==> src/rtl/fp_mul_seq.sv <==
// rtl/fp_mul_seq.sv - sequential shift-add IEEE-754 single-precision multiplier, truncating
module fp_mul_seq (
  input  logic        clk,
  input  logic        rst,
  input  logic        in_valid,
  output logic        in_ready,
  input  logic [31:0] a,
  input  logic [31:0] b,
  output logic        out_valid,
  input  logic        out_ready,
  output logic [31:0] ans
);

  typedef enum logic [1:0] {IDLE, MUL, NORM, DONE} state_t;

  state_t              state;
  state_t              state_next;
  logic [4:0]          cnt;
  logic                sign;
  logic [7:0]          ea;
  logic [7:0]          eb;
  logic [47:0]         mcand;
  logic [23:0]         mplier;
  logic [47:0]         prod;
  logic signed [9:0]   e;
  logic [22:0]         mant;
  logic [31:0]         ans_next;

  // State register; reset wins over any handshake in the same cycle.
  always_ff @(posedge clk) begin
    if (rst) state <= IDLE;
    else     state <= state_next;
  end

  // Next-state and handshake outputs.
  always_comb begin
    state_next = state;
    in_ready   = 1'b0;
    out_valid  = 1'b0;
    case (state)
      IDLE: begin
        in_ready = 1'b1;
        if (in_valid) state_next = MUL;
      end
      MUL:  if (cnt == 5'd23) state_next = NORM;
      NORM: state_next = DONE;
      DONE: begin
        out_valid = 1'b1;
        if (out_ready) state_next = IDLE;
      end
      default: state_next = IDLE;
    endcase
  end

  // Normalise the finished product and apply zero/underflow/overflow rules.
  always_comb begin
    e        = '0;
    mant     = '0;
    ans_next = '0;
    if (prod[47]) begin
      mant = prod[46:24];
      e    = $signed({2'b00, ea}) + $signed({2'b00, eb}) - 10'sd126;
    end else begin
      mant = prod[45:23];
      e    = $signed({2'b00, ea}) + $signed({2'b00, eb}) - 10'sd127;
    end
    if (ea == 8'd0 || eb == 8'd0) ans_next = {sign, 31'b0};
    else if (e <= 10'sd0)         ans_next = {sign, 31'b0};
    else if (e >= 10'sd255)       ans_next = {sign, 8'hFF, 23'b0};
    else                          ans_next = {sign, e[7:0], mant};
  end

  // Operand capture, one shift-add step per MUL cycle (multiplier LSB first), result register.
  always_ff @(posedge clk) begin
    if (rst) begin
      cnt    <= '0;
      prod   <= '0;
      ans    <= '0;
      sign   <= 1'b0;
      ea     <= '0;
      eb     <= '0;
      mcand  <= '0;
      mplier <= '0;
    end else begin
      case (state)
        IDLE: begin
          if (in_valid) begin
            sign   <= a[31] ^ b[31];
            ea     <= a[30:23];
            eb     <= b[30:23];
            mcand  <= {24'b0, 1'b1, a[22:0]};
            mplier <= {1'b1, b[22:0]};
            prod   <= '0;
            cnt    <= '0;
          end
        end
        MUL: begin
          if (mplier[0]) prod <= prod + mcand;
          mcand  <= mcand << 1;
          mplier <= mplier >> 1;
          cnt    <= cnt + 5'd1;
        end
        NORM: ans <= ans_next;
        default: ;
      endcase
    end
  end

endmodule

==> config.mk <==
export PLATFORM = sky130hd
export DESIGN_NAME = fp_mul_seq
export DESIGN_NICKNAME = d
export VERILOG_FILES = /design/src/rtl/fp_mul_seq.sv
export SDC_FILE = /design/constraint.sdc
export NUM_CORES = 1
export LEC_CHECK = 0
export CAP_MARGIN = 30
export CORE_ASPECT_RATIO = 0.5
export CORE_MARGIN = 2
export CORE_UTILIZATION = 50
export DETAILED_ROUTE_END_ITERATION = 8
export GPL_TIMING_DRIVEN = 1
export PLACE_DENSITY = 0.72
export SLEW_MARGIN = 25
export SYNTH_ARGS = -nofsm -noshare
export SYNTH_HDL_FRONTEND = slang
export SYNTH_SLANG_ARGS = --single-unit
export TNS_END_PERCENT = 5
==> constraint.sdc <==
create_clock -name clk -period 3.6 [get_ports clk]
set_input_delay 0.54 -clock clk [delete_from_list [all_inputs] [get_ports clk]]
set_output_delay 0.54 -clock clk [all_outputs]
set_load 0.01 [all_outputs]
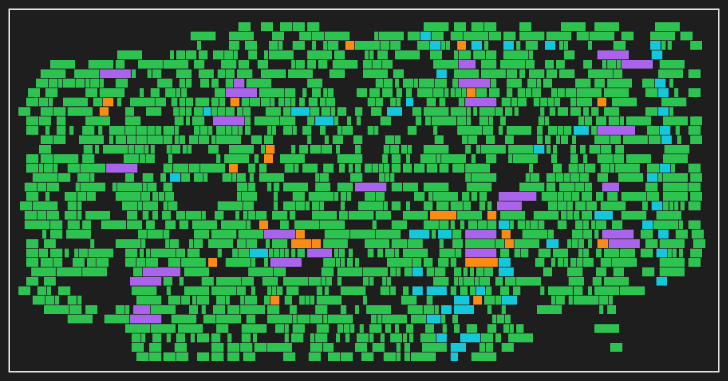
*Drive-strength map*
legend:
  drive 6 and up:
    colour: purple
    cells: 26
    share: 2.1%
  drive 2:
    colour: cyan
    cells: 49
    share: 4.0%
  drive 3 to 4:
    colour: orange
    cells: 23
    share: 1.9%
  drive 1 or less:
    colour: green
    cells: 1126
    share: 92%

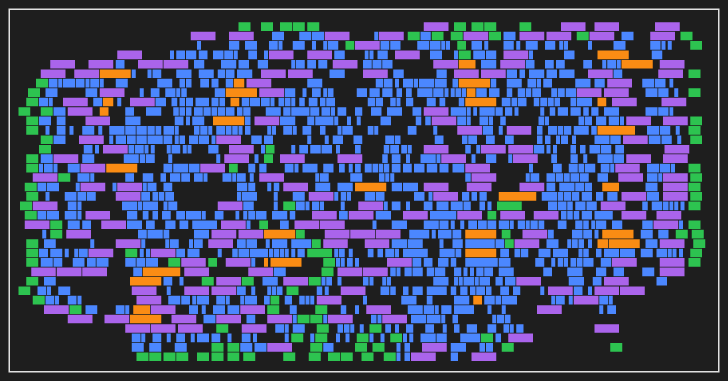
*Cell classes on the final placement*
legend:
  other buffers and delay cells:
    colour: green
    cells: 115
    share_of_their_area: 9.9%
  all other logic:
    colour: blue
    cells: 901
    share_of_their_area: 54%
  flops:
    colour: purple
    cells: 176
    share_of_their_area: 31%
  clock drivers and dummy loads:
    colour: orange
    cells: 32
    share_of_their_area: 5.4%

[kinds of logic (layout without fill, tap and decap cells)]
logic type	after synthesis	after routing
DFF	176	176
adders and majority gates	64	64
and+or+nand+nor	325	325
xor gates and xnor gates	60	60
buffers and inverters	96	171
AOI/OAI and AO/OA	358	358
muxes	70	70
[per-layer routing]
layer | wire [um] | track usage [%] | share of wire (%) | up-vias
met5 | 0 | 0 | 0 | -
met4 | 279 | 6.21 | 1.2 | 0
met3 | 1370 | 5.29 | 5.7 | 24
met2 | 10900 | 37.9 | 45 | 186
met1 | 11600 | 31.5 | 48 | 3990
li1 | - | - | - | 4305
[repair_timing]
action	in CTS	in global routing
gates resized	0	2
setup endpoints to repair	0	23
hold endpoints to repair	0	0
setup buffers	0	1
[flip-flops by register name (all words and copies together), names as in the netlist]
name    cells
mcand      48
prod       48
ans        32
mplier     24
ea          8
eb          8
cnt         5
state       2
sign        1
[per-stage QoR]
| stage | utilization (%) | TNS, ns |
|---|---|---|
| after floorplan | - | 0 |
| after global placement | 57.3 | 0 |
| after detailed placement | 57.3 | 0 |
| after CTS | 60.5 | 0 |
| after global routing | 60.6 | -0.0692 |
| final | 60.6 | 0 |
[Yosys cell counts (all sizes together) (3+ instances only)]
cell type,count,share of area [%]
o211ai,6,0.45
a22o,20,1.7
nor4b,3,0.39
nand4,15,0.94
nor3,14,0.70
xor2,22,2.1
a21o,40,3.0
ha,62,7.7
nor4,5,0.37
o21a,5,0.37
xnor2,37,3.4
and2,4,0.25
nand2,90,3.4
or4,3,0.22
inv,24,0.90
nand2b,15,0.94
mux2i,70,7.0
a31oi,5,0.31
clkbuf,61,2.3
a22oi,50,3.7
dfxtp,176,35
a21oi,77,4.0
a211oi,58,4.5
nor2b,8,0.50
a221oi,4,0.35
o21bai,9,0.71
or2,3,0.19
o21ai,57,3.6
buf,11,0.57
o22ai,4,0.37
nand3,17,0.85
and3,5,0.32
o31a,5,0.44
nor2,138,5.2
[worst max-delay path by stage]
stage,to,slack (ns)
after floorplan,ans[10]$_SDFFE_PP0P_,0.42
after global placement,ans[0]$_SDFFE_PP0P_,0.20
after detailed placement,ans[1]$_SDFFE_PP0P_,0.05
after CTS,ans[1]$_SDFFE_PP0P_,0.03
after global routing,ans[1]$_SDFFE_PP0P_,-0.03
final,ans[1]$_SDFFE_PP0P_,0.15
[layout by cell type, fill, tap and decap left out, types with 40 or more instances in the layout]
master,n
ha_1,61
a21oi_1,72
a21o_1,40
a22oi_1,50
nor2_1,138
clkdlybuf4s50_1,100
mux2i_1,70
nand2_1,90
dfxtp_1,176
a211oi_1,55
[power by group through the flow]
| stage | logic (mW) | clock network, mW | registers, mW |
|---|---|---|---|
| after CTS | 2.59 | 1.99 | 2.52 |
| after floorplan | 1.98 | 0 | 2.47 |
| after global placement | 2.51 | 0 | 2.54 |
| after detailed placement | 2.57 | 0 | 2.56 |
| final | 2.61 | 1.95 | 2.52 |
| after global routing | 2.91 | 2.08 | 2.56 |
[layout make-up]
cell class                 count  share of cell area, %
multi-input combinational    877                   51.8
sequential                   176                   29.7
timing repair buffer         115                   9.61
clock buffer                  21                   3.97
tap                          266                   2.81
clock inverter                11                   1.30
inverter                      24                  0.760
==> impl_metrics.tcl <==
# implementation run metrics
set metrics [dict create \
    synth.distinct_cells 69 \
    cts_tree "built" \
    hold_violations 0 \
    wl_per_cell_um 16.2 \
    dp.cells 1457 \
    drt-pass1-iter-count 6 \
    drtIter0Drc 512 \
    yosys.area_share.xor_xnor_pct 5.70 \
    cts_buffer_depth 2 \
    core_um2 19500 \
    aoi_share_pct 25.6 \
    portBuffers 101 \
    max_stage_delay_ns 0.48 \
    drive_gt1_share_pct 8.01 \
    syn2layout_area_growth_pct 18.4 \
    cts_max_level 4 \
    dp_hpwl_um 17100 \
    clkPwrFrac_pct 27.6 \
    cp.depth 12 \
    clock_latency_ns 0.44 \
    power_mw 7.08 \
    die_w_um 204 \
    fin_ws_ns 0.149 \
    fp_nets 1281 \
    combGateArea_um2 6140 \
    synthCells 1149 \
    crit_chain "ha_1 -> fa_1 -> xor2_2 -> ha_1 -> o21ai_0 -> xor3_1 -> nor4_4 -> a31oi_1 -> o311ai_4 -> a211o_2 -> buf_12 -> o21ai_0" \
    antenna_found_initial 0 \
    hold-path-cell-count 2 \
    hold_start "ans[16]$_SDFFE_PP0P_" \
    gr-usage-all-layers_pct 23.4 \
    regArea_um2 3520 \
    yosys_most_used_dff "dfxtp_1" \
    min_to "ans[16]$_SDFFE_PP0P_" \
    nets 1343 \
    finalCritPeriodShare_pct 95.9 \
    r2r_slack_ns 0.15 \
    clkTransAtPathRegs_ns 0.07 \
    power_leakage_nw 4.67 \
    ys_cells 1149 \
    edf_count 0 \
    placed_area_um2 11200 \
    fin_cells 1490 \
    timing.fmax_ghz 0.290 \
    drtAntennaViolNets 0 \
    synth.avg_cell_area_um2 8.71 \
    cts_hold_buf 0 \
    comb_power_share_pct 36.9 \
    cpLargestDelayFamily "AND-OR/OR-AND gates" \
    ys_chip_area_um2 10000 \
    outcome "completed" \
    p_int_mw 4.41 \
    hold_ws_ns 0.453 \
    slew_headroom_pct 49.3 \
    topCombFamilyByArea "AND-OR/OR-AND gates" \
    first_global_vias 8236 \
    yosys_warnings 0 \
    cp.required_ns 3.91 \
    r2r-end "ans[1]$_SDFFE_PP0P_" \
    min_period_ns 3.45 \
    startpoint "ea[0]$_SDFFE_PP0P_" \
    place_congestion 0.888 \
    slew_violations 0 \
    worst_setup_path_start_kind "flop" \
    slowest_stage "xor3_1" \
    rr_worst_depth 12 \
    log.warning_count 29 \
    syn_area_um2 10000 \
    p_sw_mw 2.67 \
    n_antenna_cell 0 \
    post-place-ws_ns 0.0454 \
    cts-root-buf "clkbuf_16" \
    synth-simple-area-share_pct 14.6 \
    initCoreUtil_pct 51.2 \
    postSynthSeqShare_pct 35.2 \
    crit_arrival_ns 3.76 \
    totalWireLength_um 24200 \
    grt_max_degree 95 \
    dieArea_um2 21200 \
    clock_sinks 176 \
    grt_pass1_wl_um 40300 \
    setup-violations-final 0 \
    hp-class "reg2reg" \
    switching_share_pct 37.7 \
    fp.dieH_um 104 \
    fill_cells 1754 \
    rows 36 \
    grt-ovfl-total 0 \
    fin_skew_ns 0.0108 \
    async_flop_share_pct 0 \
    synthAdderAreaFrac_pct 8.15 \
    endpoint_kind "flop" \
    seq_power_share_pct 35.5 \
    num_vias 8505 \
    timing.rr.start "ea[0]$_SDFFE_PP0P_" \
    p_per_area_nw_per_um2 598 \
    mux_share_pct 7.00 \
    path_class "reg2reg" \
    cap_violations 0 \
    io_pins 102 \
    numCtsBuffers 17 \
    final_cell_area_um2 11800 \
    vias_per_cell 5.71 \
    ys_seq_elements 176 \
    ir_worst_vdd_v 0.000397 \
    drc_errors 0 \
    critical_path_buf_inv_count 1 \
    crit_fanout 23 \
]
